### config.mk
export PLATFORM = sky130hd
export DESIGN_NAME = daphne_pulse_trigger_flat
export DESIGN_NICKNAME = d
export VERILOG_FILES = /design/src/rtl/daphne_pulse_trigger_if.sv /design/src/rtl/daphne_pulse_trigger.sv /design/src/flat_wrapper.sv
export SDC_FILE = /design/constraint.sdc
export NUM_CORES = 1
export LEC_CHECK = 0
export ABC_AREA = 1
export CAP_MARGIN = 20
export CORE_MARGIN = 3
export CORE_UTILIZATION = 55
export DETAILED_ROUTE_END_ITERATION = 8
export GPL_ROUTABILITY_DRIVEN = 0
export PLACE_DENSITY = 0.78
export SLEW_MARGIN = 25
export SYNTH_ARGS = -nofsm -noshare
export SYNTH_HDL_FRONTEND = slang
export SYNTH_SLANG_ARGS = --single-unit
### constraint.sdc
create_clock -name clk -period 2.9 [get_ports clk]
set_input_delay 0.58 -clock clk [delete_from_list [all_inputs] [get_ports clk]]
set_output_delay 0.58 -clock clk [all_outputs]
set_load 0.005 [all_outputs]
### src/rtl/daphne_pulse_trigger_if.sv
// Event-record bus for daphne_pulse_trigger: one-entry record with valid/ready
// handshake plus the saturating dropped-event counter.
interface daphne_pulse_trigger_if #(
  parameter int unsigned SUM_W = 24
);
  logic                    ev_valid;
  logic                    ev_ready;
  logic signed [15:0]      ev_peak;
  logic        [7:0]       ev_peak_pos;
  logic        [7:0]       ev_len;
  logic signed [SUM_W-1:0] ev_sum;
  logic                    ev_trunc;
  logic        [15:0]      ev_dropped;

  modport master (
    output ev_valid, ev_peak, ev_peak_pos, ev_len, ev_sum, ev_trunc, ev_dropped,
    input  ev_ready
  );

  modport slave (
    input  ev_valid, ev_peak, ev_peak_pos, ev_len, ev_sum, ev_trunc, ev_dropped,
    output ev_ready
  );
endinterface

### src/rtl/daphne_pulse_trigger.sv
// Self-triggering pulse finder for the DAPHNE integrator output.
// Threshold crossing with hysteresis, peak/position/length/saturating-sum
// measurement, one-entry event record on a valid/ready bus.
// Optional baseline subtraction: define DAPHNE_TRIG_BASELINE_EN.
// The interface SUM_W parameter must match the module SUM_W.
module daphne_pulse_trigger #(
  parameter logic signed [15:0] THRESHOLD = 16'sd200,
  parameter logic signed [15:0] HYST      = 16'sd20,
  parameter int unsigned        MAX_LEN   = 255,
  parameter int unsigned        HOLDOFF   = 64,
  parameter int unsigned        SUM_W     = 24
) (
  input  logic                          clk,
  input  logic                          reset_n,
  input  logic                          enable,
  input  logic signed [15:0]            x,
  output logic                          trig,
  output logic                          busy,
  daphne_pulse_trigger_if.master        ev
);

  typedef enum logic [1:0] {ST_IDLE, ST_PULSE, ST_HOLD} state_t;

  localparam logic signed [16:0]    THR_LO  = {THRESHOLD[15], THRESHOLD} - {HYST[15], HYST};
  localparam logic signed [SUM_W:0] SUM_MAX = {2'b00, {(SUM_W-1){1'b1}}};
  localparam logic signed [SUM_W:0] SUM_MIN = {2'b11, {(SUM_W-2){1'b0}}, 1'b1};

  state_t                  state_q, state_d;
  logic signed [15:0]      peak_q, peak_d;
  logic        [7:0]       pos_q, pos_d;
  logic        [7:0]       len_q, len_d;
  logic signed [SUM_W-1:0] sum_q, sum_d;
  logic        [15:0]      hcnt_q, hcnt_d;
  logic                    trig_d, busy_d;
  logic                    evv_d, evtr_d;
  logic signed [15:0]      evpk_d;
  logic        [7:0]       evpos_d, evlen_d;
  logic signed [SUM_W-1:0] evsum_d;
  logic        [15:0]      evdrop_d;

  logic signed [15:0]      s;
  logic signed [16:0]      s_ext;
  logic signed [SUM_W:0]   sum_wide;
  logic                    end_pulse, end_trunc;

`ifdef DAPHNE_TRIG_BASELINE_EN
  logic signed [15:0] b_q;
  logic signed [16:0] diff;
  logic signed [16:0] diff_sh;

  // baseline-subtracted sample, saturated to 16 bits
  always_comb begin
    diff    = {x[15], x} - {b_q[15], b_q};
    diff_sh = diff >>> 4;
    if (diff > 17'sd32767)       s = 16'sh7FFF;
    else if (diff < -17'sd32768) s = 16'sh8000;
    else                         s = diff[15:0];
  end

  // baseline tracks slowly only while idle; the step stays within [b, x]
  always_ff @(posedge clk or negedge reset_n) begin
    if (!reset_n)                         b_q <= '0;
    else if (enable && state_q == ST_IDLE) b_q <= b_q + diff_sh[15:0];
  end
`else
  assign s = x;
`endif

  assign s_ext    = {s[15], s};
  assign sum_wide = $signed({sum_q[SUM_W-1], sum_q}) + $signed({{(SUM_W+1-16){s[15]}}, s});

  // next-state, measurement and record logic
  always_comb begin
    state_d   = state_q;
    peak_d    = peak_q;
    pos_d     = pos_q;
    len_d     = len_q;
    sum_d     = sum_q;
    hcnt_d    = hcnt_q;
    trig_d    = 1'b0;
    end_pulse = 1'b0;
    end_trunc = 1'b0;
    evv_d     = ev.ev_valid & ~ev.ev_ready;
    evpk_d    = ev.ev_peak;
    evpos_d   = ev.ev_peak_pos;
    evlen_d   = ev.ev_len;
    evsum_d   = ev.ev_sum;
    evtr_d    = ev.ev_trunc;
    evdrop_d  = ev.ev_dropped;

    case (state_q)
      ST_IDLE: begin
        if (enable && s >= THRESHOLD) begin
          state_d = ST_PULSE;
          peak_d  = s;
          pos_d   = '0;
          len_d   = 8'd1;
          sum_d   = {{(SUM_W-16){s[15]}}, s};
          trig_d  = 1'b1;
        end
      end
      ST_PULSE: begin
        if (enable) begin
          if (s_ext < THR_LO) begin
            end_pulse = 1'b1;
          end else if (len_q == 8'(MAX_LEN)) begin
            end_pulse = 1'b1;
            end_trunc = 1'b1;
          end else begin
            len_d = len_q + 8'd1;
            if (sum_wide > SUM_MAX)      sum_d = SUM_MAX[SUM_W-1:0];
            else if (sum_wide < SUM_MIN) sum_d = SUM_MIN[SUM_W-1:0];
            else                         sum_d = sum_wide[SUM_W-1:0];
            if (s > peak_q) begin
              peak_d = s;
              pos_d  = len_q;
            end
          end
        end
      end
      ST_HOLD: begin
        if (enable) begin
          if (hcnt_q == 16'(HOLDOFF - 1)) state_d = ST_IDLE;
          else                            hcnt_d  = hcnt_q + 16'd1;
        end
      end
      default: state_d = ST_IDLE;
    endcase

    if (end_pulse) begin
      if (!ev.ev_valid || ev.ev_ready) begin
        evv_d   = 1'b1;
        evpk_d  = peak_q;
        evpos_d = pos_q;
        evlen_d = len_q;
        evsum_d = sum_q;
        evtr_d  = end_trunc;
      end else if (ev.ev_dropped != 16'hFFFF) begin
        evdrop_d = ev.ev_dropped + 16'd1;
      end
      hcnt_d  = '0;
      state_d = (HOLDOFF == 0) ? ST_IDLE : ST_HOLD;
    end

    busy_d = (state_d != ST_IDLE);
  end

  // state and registered outputs; reset discards any partial pulse
  always_ff @(posedge clk or negedge reset_n) begin
    if (!reset_n) begin
      state_q        <= ST_IDLE;
      peak_q         <= '0;
      pos_q          <= '0;
      len_q          <= '0;
      sum_q          <= '0;
      hcnt_q         <= '0;
      trig           <= 1'b0;
      busy           <= 1'b0;
      ev.ev_valid    <= 1'b0;
      ev.ev_peak     <= '0;
      ev.ev_peak_pos <= '0;
      ev.ev_len      <= '0;
      ev.ev_sum      <= '0;
      ev.ev_trunc    <= 1'b0;
      ev.ev_dropped  <= '0;
    end else begin
      state_q        <= state_d;
      peak_q         <= peak_d;
      pos_q          <= pos_d;
      len_q          <= len_d;
      sum_q          <= sum_d;
      hcnt_q         <= hcnt_d;
      trig           <= trig_d;
      busy           <= busy_d;
      ev.ev_valid    <= evv_d;
      ev.ev_peak     <= evpk_d;
      ev.ev_peak_pos <= evpos_d;
      ev.ev_len      <= evlen_d;
      ev.ev_sum      <= evsum_d;
      ev.ev_trunc    <= evtr_d;
      ev.ev_dropped  <= evdrop_d;
    end
  end

endmodule

### src/flat_wrapper.sv
// flat-port wrapper written by rule: the top's interface ports become plain ports
module daphne_pulse_trigger_flat 
#(
  parameter logic signed [15:0] THRESHOLD = 16'sd200,
  parameter logic signed [15:0] HYST      = 16'sd20,
  parameter int unsigned        MAX_LEN   = 255,
  parameter int unsigned        HOLDOFF   = 64,
  parameter int unsigned        SUM_W     = 24
)
  (clk, reset_n, enable, x, trig, busy, ev_ev_valid, ev_ev_peak, ev_ev_peak_pos, ev_ev_len, ev_ev_sum, ev_ev_trunc, ev_ev_dropped, ev_ev_ready);
  daphne_pulse_trigger_if #(.SUM_W(SUM_W)) ev_i ();
  input  logic clk;
  input  logic reset_n;
  input  logic enable;
  input  logic signed [15:0] x;
  output logic trig;
  output logic busy;
  output wire logic [$bits(ev_i.ev_valid)-1:0] ev_ev_valid;
  output wire logic [$bits(ev_i.ev_peak)-1:0] ev_ev_peak;
  output wire logic [$bits(ev_i.ev_peak_pos)-1:0] ev_ev_peak_pos;
  output wire logic [$bits(ev_i.ev_len)-1:0] ev_ev_len;
  output wire logic [$bits(ev_i.ev_sum)-1:0] ev_ev_sum;
  output wire logic [$bits(ev_i.ev_trunc)-1:0] ev_ev_trunc;
  output wire logic [$bits(ev_i.ev_dropped)-1:0] ev_ev_dropped;
  input wire logic [$bits(ev_i.ev_ready)-1:0] ev_ev_ready;
  assign ev_ev_valid = ev_i.ev_valid;
  assign ev_ev_peak = ev_i.ev_peak;
  assign ev_ev_peak_pos = ev_i.ev_peak_pos;
  assign ev_ev_len = ev_i.ev_len;
  assign ev_ev_sum = ev_i.ev_sum;
  assign ev_ev_trunc = ev_i.ev_trunc;
  assign ev_ev_dropped = ev_i.ev_dropped;
  assign ev_i.ev_ready = ev_ev_ready;
  daphne_pulse_trigger #(.THRESHOLD(THRESHOLD), .HYST(HYST), .MAX_LEN(MAX_LEN), .HOLDOFF(HOLDOFF), .SUM_W(SUM_W)) u_core (.clk(clk), .reset_n(reset_n), .enable(enable), .x(x), .trig(trig), .busy(busy), .ev(ev_i));
endmodule
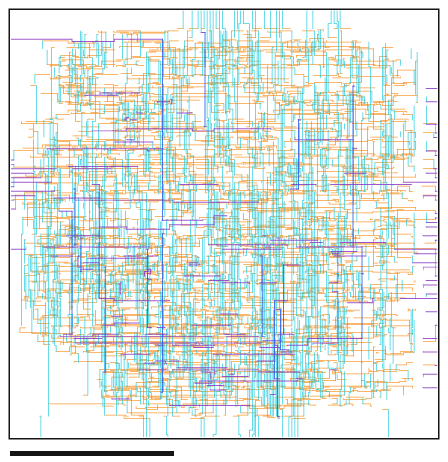
(run_1/metal_stack.png)
Scale bar: 50 µm.
| layer | colour | wire length |
|---|---|---|
| met4 | blue | 513 µm |
| met1 | orange | 10300 µm |
| met3 | purple | 1380 µm |
| met2 | cyan | 11400 µm |

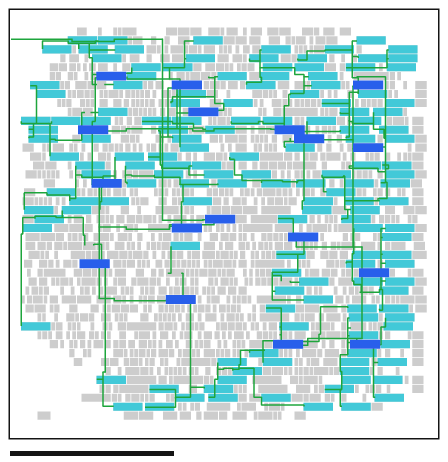
(run_1/clock_map.png)
Scale bar: 50 µm.
[flip-flops] cyan | count: 150
[clock wires] green | length: 1860 µm
[cells driving clock nets] blue | count: 17
routed clock nets: 18

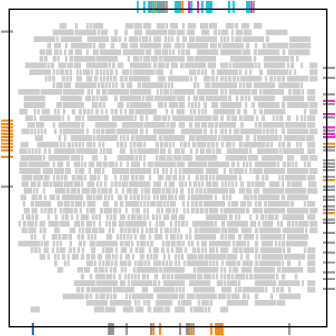
(run_1/pins.png)
Pins as bars across the die edge, other pins in grey.
| port | colour | pins | direction | edge |
|---|---|---|---|---|
| ev_ev_dropped | cyan | 16 | output | top |
| ev_ev_sum | orange | 24 | output | 11 left, 8 bottom, 3 right, 2 top |
| ev_ev_len | magenta | 8 | output | 5 right, 3 top |
| reset_n | blue | 1 | input | bottom |

[run 1: flip-flops by register name, indices dropped and copies added (netlist names), 16 cells and up]
name and count:
u_core.ev.ev_peak 16, u_core.ev.ev_sum 24, u_core.hcnt_q 16, u_core.peak_q 16, u_core.sum_q 24, u_core.ev.ev_dropped 16
[run 1: per-stage QoR]
stage / hold WS [ns] / setup TNS, ns / cell area [µm²]
CTS: 0.199 / 0 / 11200
detailed placement: 0.458 / -37.26 / 10500
finish: 0.182 / 0 / 11500
floorplan: 0.284 / 0 / 8500
global placement: 0.453 / -23.91 / 10500
global route: 0.240 / -0.0368 / 11500
[run 1: layer usage]
| layer | global-route usage | up-vias | part of all wire |
|---|---|---|---|
| li1 | - | 4035 | - |
| met1 | 0.374 | 3971 | 0.44 |
| met2 | 0.450 | 287 | 0.48 |
| met3 | 0.0557 | 46 | 0.058 |
| met4 | 0.0819 | 0 | 0.022 |
| met5 | 0 | - | 0 |
[run 1: logic make-up (layout without fill, tap and decap cells)]
group | Yosys count | after routing | share of synthesized area
AND/OR/NAND/NOR | 541 | 541 | 0.268
buffers and inverters | 170 | 397 | 0.0791
flip-flops | 150 | 150 | 0.442
XOR/XNOR | 27 | 27 | 0.0278
adder cells (fa/ha/maj) | 44 | 44 | 0.0657
AND-OR/OR-AND | 188 | 188 | 0.118
[run 1: what timing repair did]
action,4_1_cts,5_1_grt
buffers inserted,0,2
setup endpoints to repair,25,55
pin swaps,0,6
resized,9,52
[run 1: synthesized netlist by cell type, drive strengths merged]
| cell | n |
|---|---|
| xor2 | 18 |
| nand3b | 7 |
| inv | 143 |
| o311ai | 1 |
| nor3b | 3 |
| nor2 | 79 |
| o32ai | 1 |
| or2 | 1 |
| nand2 | 362 |
| nor4 | 5 |
| o21ai | 110 |
| nand3 | 46 |
| a21oi | 63 |
| o21a | 3 |
| o21bai | 2 |
| o211ai | 1 |
| fa | 1 |
| buf | 7 |
| ha | 43 |
| clkbuf | 20 |
| dfrtp | 150 |
| a21boi | 1 |
| nand4 | 9 |
| a211oi | 6 |
| xnor2 | 9 |
| nor3 | 29 |
[run 1: final timing paths]
| path | from | to | slack [ns] | cells after the start |
|---|---|---|---|---|
| min | reset_n | u_core.ev.ev_sum[13]$_DFFE_PN0P_ | 0.18 | 1 |
| max in group asynchronous | reset_n | u_core.busy$_DFF_PN0_ | 1.95 | 2 |
| max reg2reg | u_core.sum_q[0]$_DFFE_PN0P_ | u_core.sum_q[7]$_DFFE_PN0P_ | 0.13 | 18 |
| max | x[1] | u_core.sum_q[7]$_DFFE_PN0P_ | 0.06 | 19 |
| min in group clk | x[0] | u_core.peak_q[0]$_DFFE_PN0P_ | 0.44 | 3 |
| min reg2reg | u_core.ev.ev_peak[9]$_DFFE_PN0P_ | u_core.ev.ev_peak[9]$_DFFE_PN0P_ | 0.48 | 2 |
[run 1: report_power, final]
part           switching (mW)  internal [mW]  total, mW
logic                    3.44           3.12       6.56
registers               0.563           2.81       3.37
clock network           0.984           1.33       2.32
total                    4.99           7.26       12.3
==> flow_summary.html, run 1 <==
<h3>Flow metrics</h3>
<table>
<tr><th>Metric</th><th>Value</th></tr>
<tr><th colspan="2">Floorplanning</th></tr>
<tr><td>Floorplan Core Area</td><td>between 0.01 and 0.015 mm²</td></tr>
<tr><td>Std-Cell Rows</td><td>between 40 and 50</td></tr>
<tr><td>Die Footprint</td><td>0.0170 mm²</td></tr>
<tr><td>Fp_density</td><td>0.574</td></tr>
<tr><td>Height of the die</td><td>130 µm</td></tr>
<tr><th colspan="2">Global route</th></tr>
<tr><td>Wire length of the first global-routing pass</td><td>37000 µm</td></tr>
<tr><td>Remaining global-route overflow</td><td>0</td></tr>
<tr><td>Antenna violations before repair</td><td>0</td></tr>
<tr><th colspan="2">Final timing</th></tr>
<tr><td>Worst max-slew margin expressed relative to the limit</td><td>0.512</td></tr>
<tr><td>Hold violation total from the final report</td><td>0</td></tr>
<tr><td>Maximum clock rate</td><td>between 300 and 400 MHz</td></tr>
<tr><td>Final worst path period need</td><td>around 2.8 ns</td></tr>
<tr><th colspan="2">Cells and area</th></tr>
<tr><td>Num sequential</td><td>150</td></tr>
<tr><td>Count of inverters not on the clock network in the layout</td><td>around 140</td></tr>
<tr><td>Combinational cell area excluding buffers and inverters</td><td>around 0.0043 mm²</td></tr>
<tr><td>Post-layout net count</td><td>about 1400</td></tr>
<tr><td>Layout clock buffers</td><td>18</td></tr>
<tr><td>Finished Core Util</td><td>0.775</td></tr>
<tr><td>Dominant logic cell type in the layout</td><td>sky130_fd_sc_hd__nand2_1</td></tr>
<tr><td>Count of multi-input gates</td><td>800</td></tr>
<tr><td>Top class by area</td><td>logic gates</td></tr>
<tr><td>Data-path buffer share of cell area in the final layout</td><td>0.174</td></tr>
<tr><th colspan="2">Worst setup path</th></tr>
<tr><td>Worst path cell trace</td><td>dlygate4sd2_1 &gt; buf_4 &gt; ha_1 &gt; nand3_2 &gt; nand3_2 &gt; nand2_2 &gt; nand2_2 &gt; nand3_2 &gt; nand2_2 &gt; nand2_2 &gt; nand2_2 &gt; a21boi_4 &gt; xor2_1 &gt; nor2_1 &gt; buf_4 &gt; nor2_4 &gt; inv_4 &gt; a21oi_1 &gt; o21ai_1</td></tr>
<tr><td>Crit Path Max Fanout</td><td>14</td></tr>
<tr><td>Critical setup path kind</td><td>input port to register</td></tr>
<tr><td>Top cell family by delay on the critical path</td><td>simple AND/OR/NAND/NOR gates</td></tr>
<tr><td>CP Data Arrival Time</td><td>3.15 ns</td></tr>
<tr><td>Worst endpoint required time</td><td>3.21 ns</td></tr>
<tr><th colspan="2">Yosys</th></tr>
<tr><td>Total number of yosys warnings</td><td>0</td></tr>
<tr><td>Synthesized area per cell</td><td>7.59 µm²</td></tr>
<tr><td>Share of the yosys chip area belonging to registers</td><td>0.442</td></tr>
<tr><td>Post-synth design cell area</td><td>approximately 0.0085 mm²</td></tr>
<tr><td>Most area-hungry cell type in the Yosys netlist</td><td>sky130_fd_sc_hd__dfrtp_1</td></tr>
<tr><td>Number of nets in the synthesized netlist</td><td>1184</td></tr>
<tr><td>Ys cells</td><td>~1100</td></tr>
<tr><th colspan="2">Routing</th></tr>
<tr><td>Initial DRT Pass Iterations</td><td>6</td></tr>
<tr><td>Starting DRT DRC Count</td><td>between 500 and 600</td></tr>
<tr><th colspan="2">Clock tree</th></tr>
<tr><td>Number of buffers added by the clock tree synthesis step</td><td>17</td></tr>
<tr><td>Clock slew at the register clock pins of the worst setup and hold paths</td><td>approximately 0.07 ns</td></tr>
<tr><th colspan="2">Power and ir drop</th></tr>
<tr><td>Sum of internal, switching and leakage power</td><td>about 12 mW</td></tr>
<tr><td>Static leakage power</td><td>slightly below 6 nW</td></tr>
<tr><th colspan="2">Outcome</th></tr>
<tr><td>Result of the run</td><td>finished, final reports clean</td></tr>
<tr><th colspan="2">Placement</th></tr>
<tr><td>Pre-CTS worst setup slack</td><td>-0.624 ns</td></tr>
</table>
==> run_1/registers.png <==
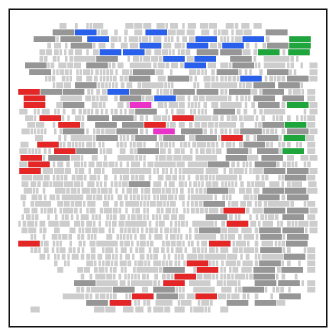

==> inputs of run 2 (changes only) <==
ABC_AREA = not set   (was 1)
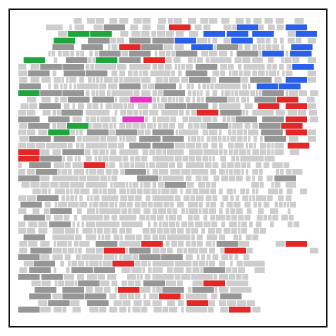
(run_2/registers.png)
| netlist name | colour | sequential cells |
|---|---|---|
| u_core.ev.ev_peak_pos | green | 8 |
| u_core.ev.ev_sum | red | 24 |
| u_core.state_q | magenta | 2 |
| u_core.ev.ev_dropped | blue | 16 |
not coloured: 100

==> flow_summary.html, run 2 <==
<h3>Flow metrics</h3>
<table>
<tr><th>Metric</th><th>Value</th></tr>
<tr><th colspan="2">Outcome</th></tr>
<tr><td>Result of the run</td><td>finished with violations</td></tr>
<tr><td>Violations in the final reports</td><td>negative setup slack</td></tr>
<tr><th colspan="2">Placement</th></tr>
<tr><td>Pre-CTS worst setup slack</td><td>-1.02 ns</td></tr>
<tr><th colspan="2">Yosys</th></tr>
<tr><td>Top_reg_cell synth</td><td>sky130_fd_sc_hd__dfrtp_1</td></tr>
<tr><td>Total number of yosys warnings</td><td>0</td></tr>
<tr><td>Synthesized area per cell</td><td>around 10 µm²</td></tr>
<tr><td>Share of synthesized registers carrying an async set or reset</td><td>1.00</td></tr>
<tr><td>Most instantiated cells after synthesis</td><td>150 x sky130_fd_sc_hd__dfrtp_1, 71 x sky130_fd_sc_hd__mux2_2, 60 x sky130_fd_sc_hd__nand2_1, 59 x sky130_fd_sc_hd__nor2_1, 45 x sky130_fd_sc_hd__a21oi_1</td></tr>
<tr><th colspan="2">Final timing</th></tr>
<tr><td>Final worst path period need</td><td>3.06 ns</td></tr>
<tr><td>Hold violation total from the final report</td><td>0</td></tr>
<tr><td>Total of endpoints with negative setup slack in the final report</td><td>20</td></tr>
<tr><td>Worst Setup Slack, final</td><td>-0.161 ns</td></tr>
<tr><th colspan="2">Global route</th></tr>
<tr><td>Met2 Usage GRT</td><td>0.522</td></tr>
<tr><td>Most used routing layer in global routing</td><td>met2</td></tr>
<tr><td>Antenna violations before repair</td><td>0</td></tr>
<tr><td>Remaining global-route overflow</td><td>0</td></tr>
<tr><th colspan="2">Cells and area</th></tr>
<tr><td>Dominant logic cell type in the layout</td><td>sky130_fd_sc_hd__buf_4</td></tr>
<tr><td>Post-layout net count</td><td>1193</td></tr>
<tr><th colspan="2">Clock tree</th></tr>
<tr><td>Number of buffers added by the clock tree synthesis step</td><td>17</td></tr>
<tr><th colspan="2">Routing</th></tr>
<tr><td>Initial DRT Pass Iterations</td><td>8</td></tr>
</table>
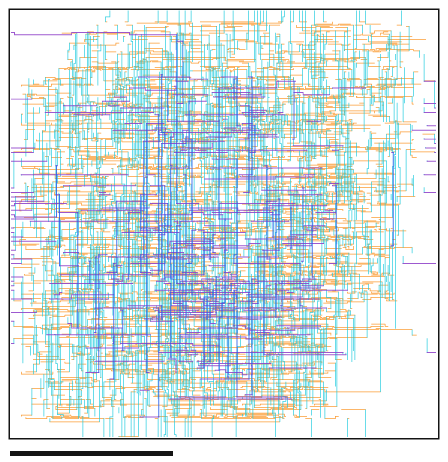
(run_2/metal_stack.png)
Scale bar: 50 µm.
| layer | colour | wire length |
|---|---|---|
| met2 | cyan | 13600 µm |
| met1 | orange | 11000 µm |
| met4 | blue | 1600 µm |
| met3 | purple | 2700 µm |

## run 2: cell count changes after synthesis, moves of 9 or more
cell / previous run / this run
sky130_fd_sc_hd__inv_1: 135 / 44
sky130_fd_sc_hd__or3_1: 0 / 9
sky130_fd_sc_hd__nor2b_1: 0 / 10
sky130_fd_sc_hd__mux2_2: 0 / 71
sky130_fd_sc_hd__nor3_1: 27 / 17
sky130_fd_sc_hd__o31ai_1: 0 / 18
sky130_fd_sc_hd__o21ai_0: 95 / 40
sky130_fd_sc_hd__nand2_1: 352 / 60
sky130_fd_sc_hd__nor2_1: 75 / 59
sky130_fd_sc_hd__and3_1: 0 / 15
sky130_fd_sc_hd__a21oi_1: 60 / 45
sky130_fd_sc_hd__xnor2_1: 9 / 25
sky130_fd_sc_hd__a21o_1: 0 / 10
sky130_fd_sc_hd__a211oi_2: 0 / 13
## run 2: per-layer routing
layer | vias to the layer above | part of all wire
met5 | - | 0
met4 | 0 | 0.056
met3 | 173 | 0.093
met2 | 557 | 0.47
met1 | 4055 | 0.38
li1 | 3663 | -
## run 2: final timing paths
check	to	slack (ns)	depth (start not counted)
worst max-delay path	u_core.sum_q[2]$_DFFE_PN0P_	-0.16	11
max in group asynchronous	u_core.ev.ev_len[6]$_DFFE_PN0P_	2.08	2
worst max register to register	u_core.sum_q[2]$_DFFE_PN0P_	-0.16	11
worst min register to register	u_core.ev.ev_dropped[9]$_DFFE_PN0P_	0.48	1
min in group clk	u_core.ev.ev_dropped[9]$_DFFE_PN0P_	0.48	1
worst min-delay path	u_core.ev.ev_dropped[7]$_DFFE_PN0P_	0.11	1
## run 2: cells by family (layout without fill, tap and decap cells)
family          Yosys count  count (layout)  synth area share
mux                      76              76            0.0989
xor+xnor                 42              42            0.0428
simple gates            275             275             0.166
buf+inv                  81             367            0.0380
flops                   150             150             0.437
compound gates          187             187             0.152
fa+ha+maj                44              44            0.0650
## run 2: repair_timing
| action | in CTS | in global routing |
|---|---|---|
| buffers inserted | 9 | 11 |
| gates resized | 66 | 20 |
| pin swaps | 21 | 15 |
| hold buffers | 0 | 0 |
| endpoints found under the setup margin | 122 | 61 |
| gates cloned | 2 | 0 |
## run 2: final cells by class
| cell class | instances | share of cell area |
|---|---|---|
| timing repair buffer | 291 | 0.206 |
| clock buffer | 19 | 0.0364 |
| clock inverter | 12 | 0.0114 |
| sequential | 150 | 0.308 |
| inverter | 45 | 0.0139 |
| multi-input combinational | 624 | 0.403 |
| tap | 211 | 0.0217 |
## run 2: power by group
part | internal (mW) | switching [mW]
logic | 3.61 | 3.42
clock network | 1.30 | 0.954
registers | 2.75 | 0.554
total | 7.67 | 4.92
## run 2: critical path, delay by kind of cell, from the launching register on
| family | cells | cell delay (ns) |
|---|---|---|
| and+or+nand+nor | 2 | 0.58 |
| adders and majority gates | 1 | 0.26 |
| muxes | 1 | 0.34 |
| buffers and inverters | 2 | 0.28 |
| AOI/OAI and AO/OA | 5 | 1.09 |
| DFF | 1 | 0.41 |
==> inputs of run 3 (changes only) <==
CTS_CLUSTER_DIAMETER = 150   (was not set)
clock period = 3.3 ns   (was 2.9 ns; I/O delays follow)
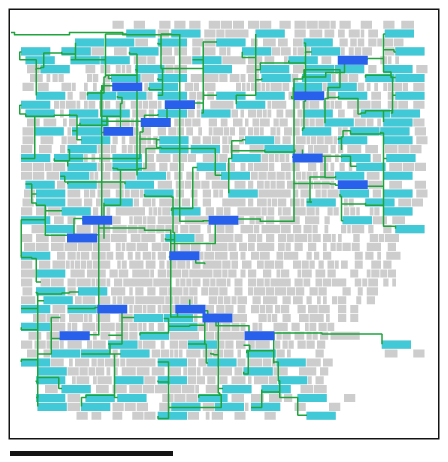
(run_3/clock_map.png)
Scale bar: 50 µm.
[flip-flops] cyan | count: 150
[clock wires] green | length: 1910 µm
[cells driving clock nets] blue | count: 17
flops lie: widely spread

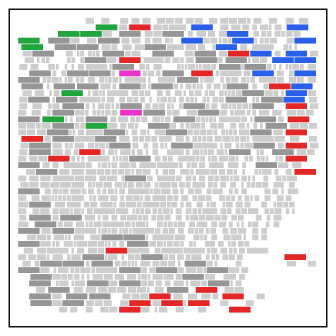
(run_3/registers.png)
| netlist name | colour | sequential cells |
|---|---|---|
| u_core.ev.ev_peak_pos | green | 8 |
| u_core.ev.ev_sum | red | 24 |
| u_core.state_q | magenta | 2 |
| u_core.ev.ev_dropped | blue | 16 |
not coloured: 100

==> flow_summary.html, run 3 <==
<h3>Flow metrics</h3>
<table>
<tr><th>Metric</th><th>Value</th></tr>
<tr><th colspan="2">Outcome</th></tr>
<tr><td>Result of the run</td><td>finished, final reports clean</td></tr>
<tr><th colspan="2">Power and ir drop</th></tr>
<tr><td>Static leakage power</td><td>5.47 nW</td></tr>
<tr><th colspan="2">Floorplanning</th></tr>
<tr><td>Height of the die</td><td>131 µm</td></tr>
<tr><td>Std-Cell Rows</td><td>about 45</td></tr>
<tr><td>Floorplan Core Area</td><td>roughly 0.015 mm²</td></tr>
<tr><th colspan="2">Yosys</th></tr>
<tr><td>Top_reg_cell synth</td><td>sky130_fd_sc_hd__dfrtp_1</td></tr>
<tr><td>Synthesized area per cell</td><td>between 10 and 15 µm²</td></tr>
<tr><td>Mux frac, synth</td><td>0.0989</td></tr>
<tr><td>Ys cells</td><td>about 860</td></tr>
<tr><td>Most instantiated cells after synthesis</td><td>150 x sky130_fd_sc_hd__dfrtp_1, 71 x sky130_fd_sc_hd__mux2_2, 60 x sky130_fd_sc_hd__nand2_1, 59 x sky130_fd_sc_hd__nor2_1, 45 x sky130_fd_sc_hd__a21oi_1</td></tr>
<tr><td>Area fraction in full adders, half adders and majority gates</td><td>0.0650</td></tr>
<tr><td>Share of synthesized registers carrying an async set or reset</td><td>1.00</td></tr>
<tr><td>Most area-hungry cell type in the Yosys netlist</td><td>sky130_fd_sc_hd__dfrtp_1</td></tr>
<tr><td>Simple logic cell fraction of the synthesized area</td><td>0.166</td></tr>
<tr><td>Most used standard cell by instance count after synthesis</td><td>sky130_fd_sc_hd__dfrtp_1</td></tr>
<tr><td>Main logic family</td><td>simple AND/OR/NAND/NOR gates</td></tr>
<tr><td>Number of enable flip-flop cells</td><td>0</td></tr>
<tr><td>Post-synthesis share of cell area spent on and-or and or-and gates</td><td>0.152</td></tr>
<tr><td>Post-synth design cell area</td><td>between 0.008 and 0.009 mm²</td></tr>
<tr><td>Total number of yosys warnings</td><td>0</td></tr>
<tr><th colspan="2">Cells and area</th></tr>
<tr><td>Finished Core Util</td><td>0.777</td></tr>
<tr><td>Largest regs</td><td>u_core.ev.ev_sum (24), u_core.sum_q (24)</td></tr>
<tr><td>Total non-filler cell area in the finished layout</td><td>~0.012 mm²</td></tr>
<tr><td>Dominant logic cell type in the layout</td><td>sky130_fd_sc_hd__buf_4</td></tr>
<tr><td>Post-layout net count</td><td>~1200</td></tr>
<tr><th colspan="2">Routing</th></tr>
<tr><td>Starting DRT DRC Count</td><td>roughly 770</td></tr>
<tr><td>Initial DRT Pass Iterations</td><td>5</td></tr>
<tr><th colspan="2">Final timing</th></tr>
<tr><td>Hold violation total from the final report</td><td>0</td></tr>
<tr><td>Final worst path period need</td><td>approximately 3.2 ns</td></tr>
<tr><td>Maximum clock rate</td><td>311 MHz</td></tr>
<tr><td>Fin Setup TNS</td><td>0 ns</td></tr>
<tr><td>Worst Setup Slack, final</td><td>about 0.082 ns</td></tr>
<tr><td>Hold Slack</td><td>between 0.2 and 0.25 ns</td></tr>
<tr><td>Worst max-slew margin expressed relative to the limit</td><td>0.490</td></tr>
<tr><td>Total of endpoints with negative setup slack in the final report</td><td>0</td></tr>
<tr><th colspan="2">Clock tree</th></tr>
<tr><td>Hold buffers post-CTS</td><td>0</td></tr>
<tr><th colspan="2">Global route</th></tr>
<tr><td>Met2 Usage GRT</td><td>0.459</td></tr>
<tr><td>Most used routing layer in global routing</td><td>met2</td></tr>
<tr><td>Global routing met1 resource utilization</td><td>0.391</td></tr>
<tr><th colspan="2">Worst setup path</th></tr>
<tr><td>Crit Path Max Fanout</td><td>6</td></tr>
<tr><td>CP Data Arrival Time</td><td>approximately 3.5 ns</td></tr>
<tr><td>Worst endpoint required time</td><td>roughly 3.6 ns</td></tr>
<tr><td>Critical setup path kind</td><td>input port to register</td></tr>
<tr><th colspan="2">Placement</th></tr>
<tr><td>Pre-CTS worst setup slack</td><td>-0.620 ns</td></tr>
<tr><td>Post-place instance area</td><td>around 0.011 mm²</td></tr>
</table>
## run 3: layout make-up
type,instances,area [µm²],share of cell area
clock buffers,17,425,0.0359
clock inverters,14,121,0.0102
inverters,45,169,0.0142
multi-input cells,624,4760,0.402
flip-flops and latches,150,3750,0.316
well taps,211,264,0.0223
repair buffers,266,2360,0.199
## run 3: path summary, 6_finish.rpt
check	cells past startpoint	from	slack, ns	end
min	1	reset_n	0.22	u_core.ev.ev_dropped[8]$_DFFE_PN0P_
min in group clk	1	u_core.ev.ev_dropped[9]$_DFFE_PN0P_	0.49	u_core.ev.ev_dropped[9]$_DFFE_PN0P_
max	13	x[7]	0.08	u_core.sum_q[6]$_DFFE_PN0P_
max reg2reg	14	u_core.sum_q[0]$_DFFE_PN0P_	0.13	u_core.sum_q[6]$_DFFE_PN0P_
max in group asynchronous	2	reset_n	2.31	u_core.peak_q[5]$_DFFE_PN0P_
min reg2reg	1	u_core.ev.ev_dropped[9]$_DFFE_PN0P_	0.49	u_core.ev.ev_dropped[9]$_DFFE_PN0P_
## run 3: worst max-delay path, stage by stage
cell and delay, ns:
sky130_fd_sc_hd__clkdlybuf4s50_1 0.56, sky130_fd_sc_hd__ha_4 0.26, sky130_fd_sc_hd__nand3_1 0.12, sky130_fd_sc_hd__a211oi_2 0.05
sky130_fd_sc_hd__buf_4 0.15, sky130_fd_sc_hd__buf_4 0.14, sky130_fd_sc_hd__o211a_4 0.26, sky130_fd_sc_hd__or3_4 0.39
sky130_fd_sc_hd__a31o_4 0.25, sky130_fd_sc_hd__o2bb2a_4 0.23, sky130_fd_sc_hd__buf_12 0.14, sky130_fd_sc_hd__a211oi_2 0.22
sky130_fd_sc_hd__o31ai_1 0.08
## run 3: metal layers
layer  wire length (µm)  vias up
met5                  0        -
li1                   -     3620
met4                838        0
met2              11900      314
met3               1520       73
met1              10600     3914
## run 3: cells by family (layout without fill, tap and decap cells)
group	after synthesis	count (layout)
DFF	150	150
adders and majority gates	44	44
xor gates and xnor gates	42	42
AOI/OAI and AO/OA	187	187
buffers and inverters	81	342
muxes	76	76
and+or+nand+nor	275	275
## run 3: what timing repair did
item                       in CTS  in global routing
pin swaps                       6                 10
setup endpoints to repair      20                 78
setup buffers                   4                  4
gates resized                  24                 31
gates cloned                    0                  1
## run 3: report_power, final
part / switching [mW] / internal, mW / total (mW)
Combinational: 2.63 / 2.96 / 5.59
Clock: 0.851 / 0.979 / 1.83
Sequential: 0.460 / 2.42 / 2.88
Total: 3.94 / 6.36 / 10.3
Power and IR drop assume default switching activity.
